**config.mk**
```make
export PLATFORM = sky130hd
export DESIGN_NAME = rr_reg_arbiter_flat
export DESIGN_NICKNAME = d
export VERILOG_FILES = /design/src/rtl/rr_reg_arbiter_pkg.sv /design/src/rtl/rr_reg_arbiter_if.sv /design/src/rtl/rr_reg_arbiter_pick.sv /design/src/rtl/rr_reg_arbiter.sv /design/src/flat_wrapper.sv
export SDC_FILE = /design/constraint.sdc
export NUM_CORES = 1
export LEC_CHECK = 0
export CAP_MARGIN = 20
export CORE_ASPECT_RATIO = 0.75
export CORE_UTILIZATION = 43
export CTS_BUF_LIST = sky130_fd_sc_hd__clkbuf_4
export DETAILED_ROUTE_END_ITERATION = 6
export GPL_TIMING_DRIVEN = 0
export PLACE_DENSITY = 0.79
export SLEW_MARGIN = 20
export SYNTH_ARGS = -nofsm -noshare
export SYNTH_HDL_FRONTEND = slang
export SYNTH_SLANG_ARGS = --single-unit
```
**constraint.sdc**
```tcl
create_clock -name clk -period 2.3 [get_ports clk]
set_clock_uncertainty 0.1 [all_clocks]
set_input_delay 0.345 -clock clk [delete_from_list [all_inputs] [get_ports clk]]
set_output_delay 0.345 -clock clk [all_outputs]
set_load 0.1 [all_outputs]
```
**src/rtl/rr_reg_arbiter_pkg.sv**
```systemverilog
// Shared types and helpers for the round-robin register write arbiter.
// Contents:
//   state_t   - arbiter FSM state (IDLE / OWNED)
//   IDX_W     - index width for the default requester count
//   rr_search - rotate-and-priority search over a request vector (max 16)
package rr_reg_arbiter_pkg;

  typedef enum logic {
    IDLE,
    OWNED
  } state_t;

  localparam int unsigned MAX_REQ = 16;
  localparam int unsigned N_DEF   = 4;
  localparam int unsigned IDX_W   = $clog2(N_DEF);

  // Returns {found, index}. The search visits start, start+1, ... wrapping
  // at n; the first set bit wins.
  function automatic logic [4:0] rr_search(input logic [MAX_REQ-1:0] r,
                                           input int unsigned n,
                                           input int unsigned start);
    logic [4:0]  res;
    int unsigned idx;
    res = '0;
    for (int unsigned k = 0; k < MAX_REQ; k++) begin
      if (k < n && !res[4]) begin
        idx = start + k;
        if (idx >= n) idx = idx - n;
        if (r[idx[3:0]]) res = {1'b1, idx[3:0]};
      end
    end
    return res;
  endfunction

endpackage

```
**src/rtl/rr_reg_arbiter_if.sv**
```systemverilog
// Requester-side bus of the round-robin register arbiter.
// Signals:
//   req     - per-requester ownership request (level)
//   we      - per-requester write enable
//   wdata   - packed write data, slice i = wdata[i*WIDTH +: WIDTH]
//   gnt     - registered one-hot-or-zero grant
//   owner   - index of current/last owner
//   q       - shared register contents
//   q_valid - a write has been accepted since reset
// Modports: master = requesters, slave = arbiter.
interface rr_reg_arbiter_if #(
  parameter int unsigned N     = 4,
  parameter int unsigned WIDTH = 8
);
  logic [N-1:0]         req;
  logic [N-1:0]         we;
  logic [N*WIDTH-1:0]   wdata;
  logic [N-1:0]         gnt;
  logic [$clog2(N)-1:0] owner;
  logic [WIDTH-1:0]     q;
  logic                 q_valid;

  modport master (output req, we, wdata, input gnt, owner, q, q_valid);
  modport slave  (input req, we, wdata, output gnt, owner, q, q_valid);
endinterface

```
**src/rtl/rr_reg_arbiter_pick.sv**
```systemverilog
// Combinational round-robin picker.
// Ports:
//   req   - request vector
//   start - first index searched
//   excl  - requesters removed from the search
//   win   - winning index (valid when found)
//   found - some non-excluded request is set
module rr_pick
  import rr_reg_arbiter_pkg::*;
#(
  parameter int unsigned N = 4
) (
  input  logic [N-1:0]         req,
  input  logic [$clog2(N)-1:0] start,
  input  logic [N-1:0]         excl,
  output logic [$clog2(N)-1:0] win,
  output logic                 found
);
  localparam int unsigned IW = $clog2(N);

  logic [MAX_REQ-1:0] r_ext;
  logic [4:0]         res;

  always_comb begin
    r_ext        = '0;
    r_ext[N-1:0] = req & ~excl;
    res          = rr_search(r_ext, N, int'(start));
    found        = res[4];
    win          = res[IW-1:0];
  end
endmodule

```
**src/rtl/rr_reg_arbiter.sv**
```systemverilog
// Round-robin write arbiter sharing one WIDTH-bit register among N requesters.
// Ports:
//   clk - clock, rising edge
//   rst - asynchronous active-low reset
//   bus - rr_reg_arbiter_if.slave (req/we/wdata in, gnt/owner/q/q_valid out)
// A requester may hold ownership for at most MAX_HOLD consecutive cycles
// while someone else waits; it is then rotated out and re-queued.
module rr_reg_arbiter
  import rr_reg_arbiter_pkg::*;
#(
  parameter int unsigned N        = 4,
  parameter int unsigned WIDTH    = 8,
  parameter int unsigned MAX_HOLD = 4
) (
  input logic             clk,
  input logic             rst,
  rr_reg_arbiter_if.slave bus
);
  localparam int unsigned IW = $clog2(N);
  localparam int unsigned HW = $clog2(MAX_HOLD + 1);
  localparam logic [HW-1:0] HOLD_MAX = HW'(MAX_HOLD);
  localparam logic [HW-1:0] HOLD_ONE = HW'(1);
  localparam logic [IW-1:0] LAST_RST = IW'(N - 1);

  state_t         state_q, state_d;
  logic [N-1:0]   gnt_q, gnt_d;
  logic [IW-1:0]  owner_q, owner_d;
  logic [IW-1:0]  last_q, last_d;
  logic [HW-1:0]  hold_q, hold_d;
  logic [WIDTH-1:0] data_q, data_d;
  logic           valid_q, valid_d;

  logic [IW-1:0]  pick_start;
  logic [N-1:0]   pick_excl;
  logic [IW-1:0]  pick_idx;
  logic           pick_found;
  logic           wr_en;

  // One picker covers both the normal search and forced rotation: while
  // owned, the owner is excluded, which only matters when it still requests.
  always_comb begin
    pick_start = (last_q == LAST_RST) ? '0 : last_q + IW'(1);
    pick_excl  = (state_q == OWNED) ? (N'(1) << owner_q) : '0;
  end

  rr_pick #(.N(N)) u_pick (
    .req   (bus.req),
    .start (pick_start),
    .excl  (pick_excl),
    .win   (pick_idx),
    .found (pick_found)
  );

  always_comb begin
    state_d = state_q;
    gnt_d   = gnt_q;
    owner_d = owner_q;
    last_d  = last_q;
    hold_d  = hold_q;

    unique case (state_q)
      IDLE: begin
        if (pick_found) begin
          state_d = OWNED;
          gnt_d   = N'(1) << pick_idx;
          owner_d = pick_idx;
          last_d  = pick_idx;
          hold_d  = HOLD_ONE;
        end
      end
      OWNED: begin
        if (!bus.req[owner_q] || (hold_q == HOLD_MAX)) begin
          if (pick_found) begin
            gnt_d   = N'(1) << pick_idx;
            owner_d = pick_idx;
            last_d  = pick_idx;
            hold_d  = HOLD_ONE;
          end else if (!bus.req[owner_q]) begin
            state_d = IDLE;
            gnt_d   = '0;
            hold_d  = '0;
          end
        end else begin
          hold_d = hold_q + HOLD_ONE;
        end
      end
      default: begin
        state_d = IDLE;
        gnt_d   = '0;
      end
    endcase
  end

  always_ff @(posedge clk or negedge rst) begin
    if (!rst) begin
      state_q <= IDLE;
      gnt_q   <= '0;
      owner_q <= '0;
      last_q  <= LAST_RST;
      hold_q  <= '0;
    end else begin
      state_q <= state_d;
      gnt_q   <= gnt_d;
      owner_q <= owner_d;
      last_q  <= last_d;
      hold_q  <= hold_d;
    end
  end

  // gnt_q is one-hot on owner_q, so the owner index selects the write slice.
  always_comb begin
    wr_en   = |(gnt_q & bus.we);
    data_d  = data_q;
    valid_d = valid_q;
    if (wr_en) begin
      data_d  = bus.wdata[owner_q*WIDTH +: WIDTH];
      valid_d = 1'b1;
    end
  end

  always_ff @(posedge clk or negedge rst) begin
    if (!rst) begin
      data_q  <= '0;
      valid_q <= 1'b0;
    end else begin
      data_q  <= data_d;
      valid_q <= valid_d;
    end
  end

  assign bus.gnt     = gnt_q;
  assign bus.owner   = owner_q;
  assign bus.q       = data_q;
  assign bus.q_valid = valid_q;
endmodule
```
**src/flat_wrapper.sv**
```systemverilog
// flat-port wrapper written by rule: the top's interface ports become plain ports
module rr_reg_arbiter_flat import rr_reg_arbiter_pkg::*;
#(
  parameter int unsigned N        = 4,
  parameter int unsigned WIDTH    = 8,
  parameter int unsigned MAX_HOLD = 4
)
  (clk, rst, bus_req, bus_we, bus_wdata, bus_gnt, bus_owner, bus_q, bus_q_valid);
  rr_reg_arbiter_if #(.N(N), .WIDTH(WIDTH)) bus_i ();
  input logic clk;
  input logic rst;
  input wire logic [$bits(bus_i.req)-1:0] bus_req;
  input wire logic [$bits(bus_i.we)-1:0] bus_we;
  input wire logic [$bits(bus_i.wdata)-1:0] bus_wdata;
  output wire logic [$bits(bus_i.gnt)-1:0] bus_gnt;
  output wire logic [$bits(bus_i.owner)-1:0] bus_owner;
  output wire logic [$bits(bus_i.q)-1:0] bus_q;
  output wire logic [$bits(bus_i.q_valid)-1:0] bus_q_valid;
  assign bus_i.req = bus_req;
  assign bus_i.we = bus_we;
  assign bus_i.wdata = bus_wdata;
  assign bus_gnt = bus_i.gnt;
  assign bus_owner = bus_i.owner;
  assign bus_q = bus_i.q;
  assign bus_q_valid = bus_i.q_valid;
  rr_reg_arbiter #(.N(N), .WIDTH(WIDTH), .MAX_HOLD(MAX_HOLD)) u_core (.clk(clk), .rst(rst), .bus(bus_i));
endmodule
```
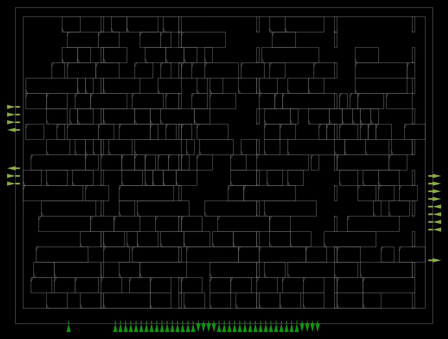
Run 1: cell outlines without signal wires
flop share of the area: 21.3%
Well Taps: 52
Row Count: 19
fillers: 298

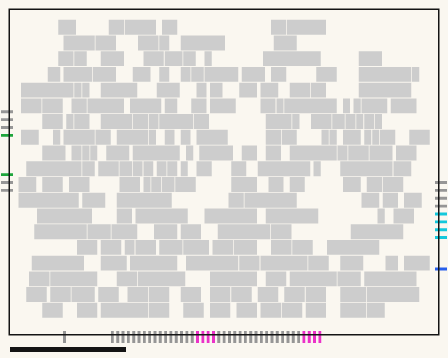
Run 1: pin placement
Bar = 20 µm. Pins as bars across the die edge, other pins in gray.
[magenta] bus_q | pins: 8 | direction: output | edge: south
[cyan] bus_we | pins: 4 | direction: input | edge: east
[blue] bus_q_valid | pins: 1 | direction: output | edge: east
[green] bus_owner | pins: 2 | direction: output | edge: west
all pins by edge: 41 south, 9 east, 7 west
Port Buf Inserts: 56
Die Wd: 74.0 µm

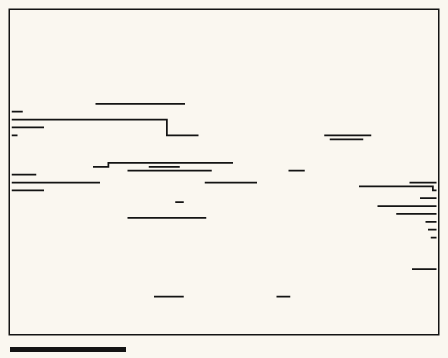
Run 1: met3 routing
Bar = 20 µm.
wire length on this layer: 216 µm
longest straight run: 26.7 µm
main direction: horizontal
met3 usage: 5.07%
Vias: 1497
final WL: 4660 µm

==> flow_summary_export.csv, run 1 <==
group,metric,value,unit
final_layout,final_core_util,67.8,%
synthesis,yosys_area,1670,µm²
final_timing,setup_viol,4,
synthesis,numSynthFlops,21,
cts,cts_buffers,3,
final_layout,diodes,0,
final_timing,finalHoldViolations,0,
final_timing,slew_headroom,33.0,%
die,io_pins,57,
final_layout,buffers,72,
synthesis,ff_type,"dfrtp_1",
die,initCoreUtil,45.4,%
final_timing,fin_ws,-0.0153,ns
place,place_inst,256,
status,violations,"negative setup slack",
synthesis,yosysWarnings,0,
worst_setup_path,crit_buf_inv,3,
synthesis,avgSynthCellArea,11.3,µm²
synthesis,syn_inst,148,
place,placed_area,2320,µm²
worst_setup_path,critical_path_class,"reg2reg",
synthesis,ys_sh_aoi,28.0,%
synthesis,ys_seq_share,31.6,%
final_timing,final.setup.tns,-0.0435,ns
synthesis,synthTopLogicFamily,"AND-OR/OR-AND gates",
synthesis,yosysTopAreaCell,"dfrtp_1",
synthesis,xor_area_share,0,%
global_route,top_usage_layer,"met2",
final_layout,largest_reg_flops,8,
global_route,gr-usage-met2,39.5,%
cts,cts_resized,18,
route,met3WireLength,216,µm
route,wl_met2,2220,µm
status,status,"complete, but fails checks",
global_route,grt_pass1_wl,7640,µm
final_layout,comb_area_share,45.3,%
die,core-area,3680,µm²
[run 1: path summary, 6_finish.rpt]
path | cells after the start | start | to
hold / removal | 1 | u_core.bus.q_valid$_DFFE_PN0P_ | u_core.bus.q_valid$_DFFE_PN0P_
min in group asynchronous | 1 | rst | u_core.bus.q[4]$_DFFE_PN0P_
max in group asynchronous | 1 | rst | u_core.bus.owner[0]$_DFFE_PN0P_
setup / recovery | 9 | u_core.last_q[0]$_DFFE_PN1P_ | u_core.bus.owner[0]$_DFFE_PN0P_
setup reg to reg | 9 | u_core.last_q[0]$_DFFE_PN1P_ | u_core.bus.owner[0]$_DFFE_PN0P_
hold reg to reg | 1 | u_core.bus.q_valid$_DFFE_PN0P_ | u_core.bus.q_valid$_DFFE_PN0P_
==> run 2: changes to the inputs <==
- CTS_CLUSTER_DIAMETER: default -> 120
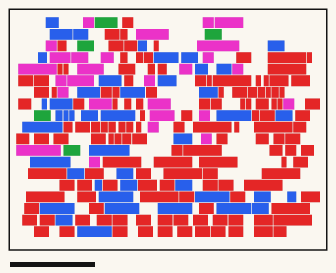
Run 2: sizing map
Bar = 20 µm.
[green] _6 and larger | cells: 5 | share: 2.3% | most used: buf_6
[blue] _2 cells | cells: 44 | share: 20% | most used: mux2_2
[red] _0 and _1 cells | cells: 142 | share: 65% | most used: clkdlybuf4s50_1
[magenta] _3 and _4 cells | cells: 27 | share: 12% | most used: buf_4

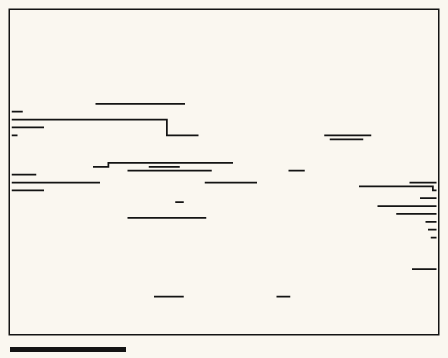
Run 2: met3 routing
Bar = 20 µm.
longest straight run: 26.7 µm
nets with wire on the layer: 25

==> run 2 against run 1 <==
The run still ends with negative setup slack left. Area after synthesis unchanged. Maximum frequency unchanged. Sequential cell count unchanged. First-iteration DRC count unchanged. Clock-buffer cell count unchanged. Die size unchanged. Routed wire length unchanged. Global-route usage unchanged. Sequential share of layout area unchanged. Setup slack unchanged. Critical endpoint unchanged.
==> flow_summary_export.csv, run 2 <==
group,metric,value,unit
status,status,"complete, but fails checks",
status,violations,"negative setup slack",
global_route,grt_pass1_wl,7640,µm
route,wl_met2,2220,µm
final_timing,setup_viol,4,
worst_setup_path,reg2regPathDepth,9,
final_timing,final.setup.tns,-0.0435,ns
place,placed_area,2320,µm²
die,io_pins,57,
final_timing,slew_headroom,33.0,%
route,via_count,1497,
die,nWellTaps,52,
synthesis,syn_inst,148,
worst_setup_path,r2r-start,"u_core.last_q[0]$_DFFE_PN1P_",
die,initCoreUtil,45.4,%
place,io_buffers,56,
worst_setup_path,cp.depth,9,
final_timing,fin_ws,-0.0153,ns
worst_setup_path,crit_buf_inv,3,
worst_setup_path,crit_path_start,"u_core.last_q[0]$_DFFE_PN1P_",
final_layout,final_core_util,67.8,%
hold_path,hp-start,"u_core.bus.q_valid$_DFFE_PN0P_",
synthesis,ys_sh_aoi,28.0,%
synthesis,yosysTopAreaCell,"dfrtp_1",
global_route,grt_use_met3,5.07,%
final_layout,seq_share,21.3,%
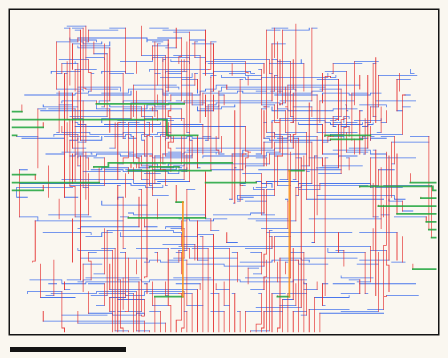
Run 2: wiring by layer
Bar = 20 µm.
[green] metal 3 | wire length: 216 µm
[blue] metal 1 | wire length: 2180 µm
[orange] metal 4 | wire length: 38.1 µm
[red] metal 2 | wire length: 2220 µm
total track usage: 24.5%
WL per Instance: 17.2 µm

## run 2: cells by family (layout without fill, tap and decap cells)
family | Yosys count | count (layout)
multiplexers | 22 | 22
buffers and inverters | 15 | 85
adder cells (fa/ha/maj) | 6 | 6
flip-flops | 21 | 21
AND/OR/NAND/NOR | 34 | 34
AND-OR/OR-AND | 50 | 50
## run 2: timing repair
| item | 4_1_cts | 5_1_grt |
|---|---|---|
| pin swaps | 7 | 9 |
| setup buffers | 4 | 6 |
| endpoints found under the setup margin | 17 | 17 |
| gates resized | 18 | 16 |
